## src/rtl/tdm_demux.sv

```systemverilog
// Receive-side TDM demultiplexer: rebuilds serial channel samples into parallel frames.
// Optional parity checking is enabled by defining TDM_DEMUX_PARITY_EN.
module tdm_demux #(
    parameter int NUM_CH = 4,
    parameter int WIDTH  = 1,
    localparam int CW    = $clog2(NUM_CH)
) (
    input  logic                    clk,
    input  logic                    rst_n,
    input  logic [WIDTH-1:0]        din,
    input  logic                    din_valid,
    input  logic                    frame_sync,
`ifdef TDM_DEMUX_PARITY_EN
    input  logic                    din_par,
    output logic                    par_err,
`endif
    output logic [NUM_CH*WIDTH-1:0] dout,
    output logic                    frame_valid,
    output logic [CW-1:0]           ch_idx,
    output logic                    locked,
    output logic                    sync_err
);

    typedef enum logic { S_HUNT, S_LOCKED } state_t;

    state_t                          state_q;
    logic [CW-1:0]                   ch_q;
    logic [NUM_CH-2:0][WIDTH-1:0]    shadow_q;
    logic [NUM_CH*WIDTH-1:0]         dout_q;
    logic                            frame_valid_q;
    logic                            sync_err_q;

`ifdef TDM_DEMUX_PARITY_EN
    logic par_bad;
    logic sticky_q;
    logic par_err_q;

    // din plus its parity bit must have an even number of ones
    assign par_bad = (^din) ^ din_par;
    assign par_err = par_err_q;
`endif

    always_ff @(posedge clk or negedge rst_n) begin
        if (!rst_n) begin
            state_q       <= S_HUNT;
            ch_q          <= '0;
            shadow_q      <= '0;
            dout_q        <= '0;
            frame_valid_q <= 1'b0;
            sync_err_q    <= 1'b0;
`ifdef TDM_DEMUX_PARITY_EN
            sticky_q      <= 1'b0;
            par_err_q     <= 1'b0;
`endif
        end else begin
            frame_valid_q <= 1'b0;
            sync_err_q    <= 1'b0;
`ifdef TDM_DEMUX_PARITY_EN
            par_err_q     <= 1'b0;
`endif
            if (din_valid) begin
                if (frame_sync) begin
                    // Frame start; any partial frame in flight is dropped
                    if (state_q == S_LOCKED && ch_q != '0)
                        sync_err_q <= 1'b1;
                    state_q     <= S_LOCKED;
                    shadow_q[0] <= din;
                    ch_q        <= CW'(1);
`ifdef TDM_DEMUX_PARITY_EN
                    sticky_q    <= par_bad;
`endif
                end else if (state_q == S_LOCKED) begin
                    if (ch_q == '0) begin
                        sync_err_q <= 1'b1;
                        state_q    <= S_HUNT;
                        ch_q       <= '0;
                    end else if (ch_q == CW'(NUM_CH-1)) begin
                        ch_q <= '0;
`ifdef TDM_DEMUX_PARITY_EN
                        if (sticky_q || par_bad) begin
                            par_err_q <= 1'b1;
                        end else begin
                            dout_q        <= {din, shadow_q};
                            frame_valid_q <= 1'b1;
                        end
`else
                        dout_q        <= {din, shadow_q};
                        frame_valid_q <= 1'b1;
`endif
                    end else begin
                        for (int k = 1; k < NUM_CH-1; k++)
                            if (ch_q == CW'(k))
                                shadow_q[k] <= din;
                        ch_q <= ch_q + CW'(1);
`ifdef TDM_DEMUX_PARITY_EN
                        sticky_q <= sticky_q | par_bad;
`endif
                    end
                end
            end
        end
    end

    assign dout        = dout_q;
    assign frame_valid = frame_valid_q;
    assign ch_idx      = ch_q;
    assign locked      = (state_q == S_LOCKED);
    assign sync_err    = sync_err_q;

endmodule
```

## config.mk

```make
export PLATFORM = sky130hd
export DESIGN_NAME = tdm_demux
export DESIGN_NICKNAME = d
export VERILOG_FILES = /design/src/rtl/tdm_demux.sv
export SDC_FILE = /design/constraint.sdc
export NUM_CORES = 1
export LEC_CHECK = 0
export ABC_AREA = 0
export CAP_MARGIN = 20
export CORE_AREA = 2 2 39 41
export CTS_CLUSTER_DIAMETER = 80
export CTS_CLUSTER_SIZE = 8
export DETAILED_ROUTE_END_ITERATION = 6
export DIE_AREA = 0 0 41 43
export GPL_TIMING_DRIVEN = 0
export PLACE_DENSITY = 0.72
export SYNTH_ARGS = -nofsm -noshare
export SYNTH_HDL_FRONTEND = slang
export SYNTH_SLANG_ARGS = --single-unit
```

## constraint.sdc

```tcl
create_clock -name clk -period 4.1 [get_ports clk]
set_input_delay 0.615 -clock clk [delete_from_list [all_inputs] [get_ports clk]]
set_output_delay 0.615 -clock clk [all_outputs]
set_load 0.02 [all_outputs]
```

**Clock wires, drivers and flops**

Bar = 10 um.
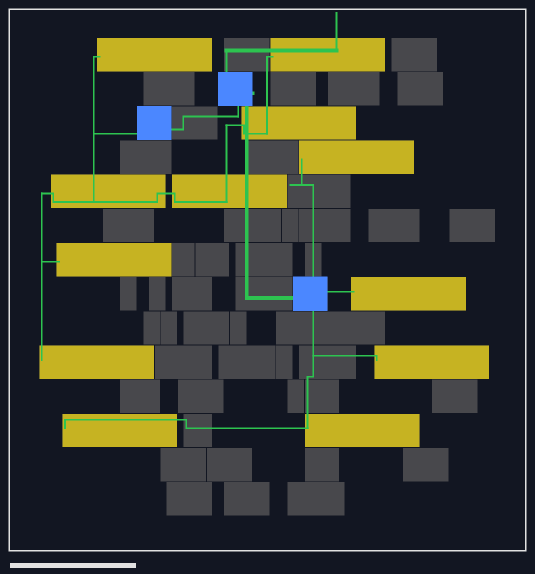
legend:
  yellow:
    item: flip-flops
    count: 12
  blue:
    item: clock drivers
    count: 3
  green:
    item: clock wires
    length: 166 um
routed clock nets: 4
skew final: 0.00215 ns
clock share of power: 19.3%
Clock Power: 0.0000948 W

**Metal layers overlaid**

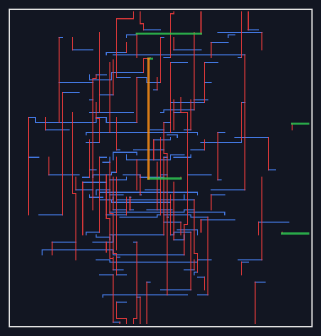
legend:
  blue:
    layer: metal 1
    wire_length: 411 um
  red:
    layer: metal 2
    wire_length: 517 um
  green:
    layer: metal 3
    wire_length: 19.1 um
  orange:
    layer: metal 4
    wire_length: 16.3 um

==> metrics.cfg <==
[setup_path]
rr_endpoint = dout[0]
crit_buf_inv = 1
critPathCaptureType = output port
worstSetupStartpoint = ch_idx[1]
crit_type = register to output port

[floorplanning]
tapCellCount = 16
fp-row-count = 14

[global_routing]
grt_max_degree = 13
grt_util_all_layers_pct = 14.1
grt_overflow = 0

[finish]
largest_cell_class = registers
buf_share_pct = 16.9
logic_area_um2 = 278
final_util_pct = 55.8
flops = 12
n_fill_cell = 132
nClkBuffers = 4
final_layout_size_suffix_gt1_share_pct = 21.3

[clock_tree]
htreeDepth = 1
cts-resized-gates = 0
cts_buffer_depth = 2
cts_tree = done
cts_num_sinks = 12
worstSkewPairLatency_ns = 0.27

[flow_run]
drv_cap = 0

[pwr]
p_total_w = 0.000491
p_leak_nw = 0.362
comb-power_w = 0.000202
swShare_pct = 34.8
power-top-group = combinational logic
pwr-share-comb_pct = 41.2
internal-power_w = 0.000320
powerSeq_w = 0.000194

[synthesis]
ys_sh_simple_pct = 12.6
ys_chip_area_um2 = 586
synth_cells = 44
synth_area_um2 = 586

[worst_hold_path]
hp-start = shadow_q[0]
hold_path_class = register to register

[run_status]
status = finished, final reports clean

[route]
postRouteAntennaNets = 0
vias = 382

[timing]
maxSlewViolCount = 0
setup_viol = 0

Power is estimated from default activity; no workload was simulated.
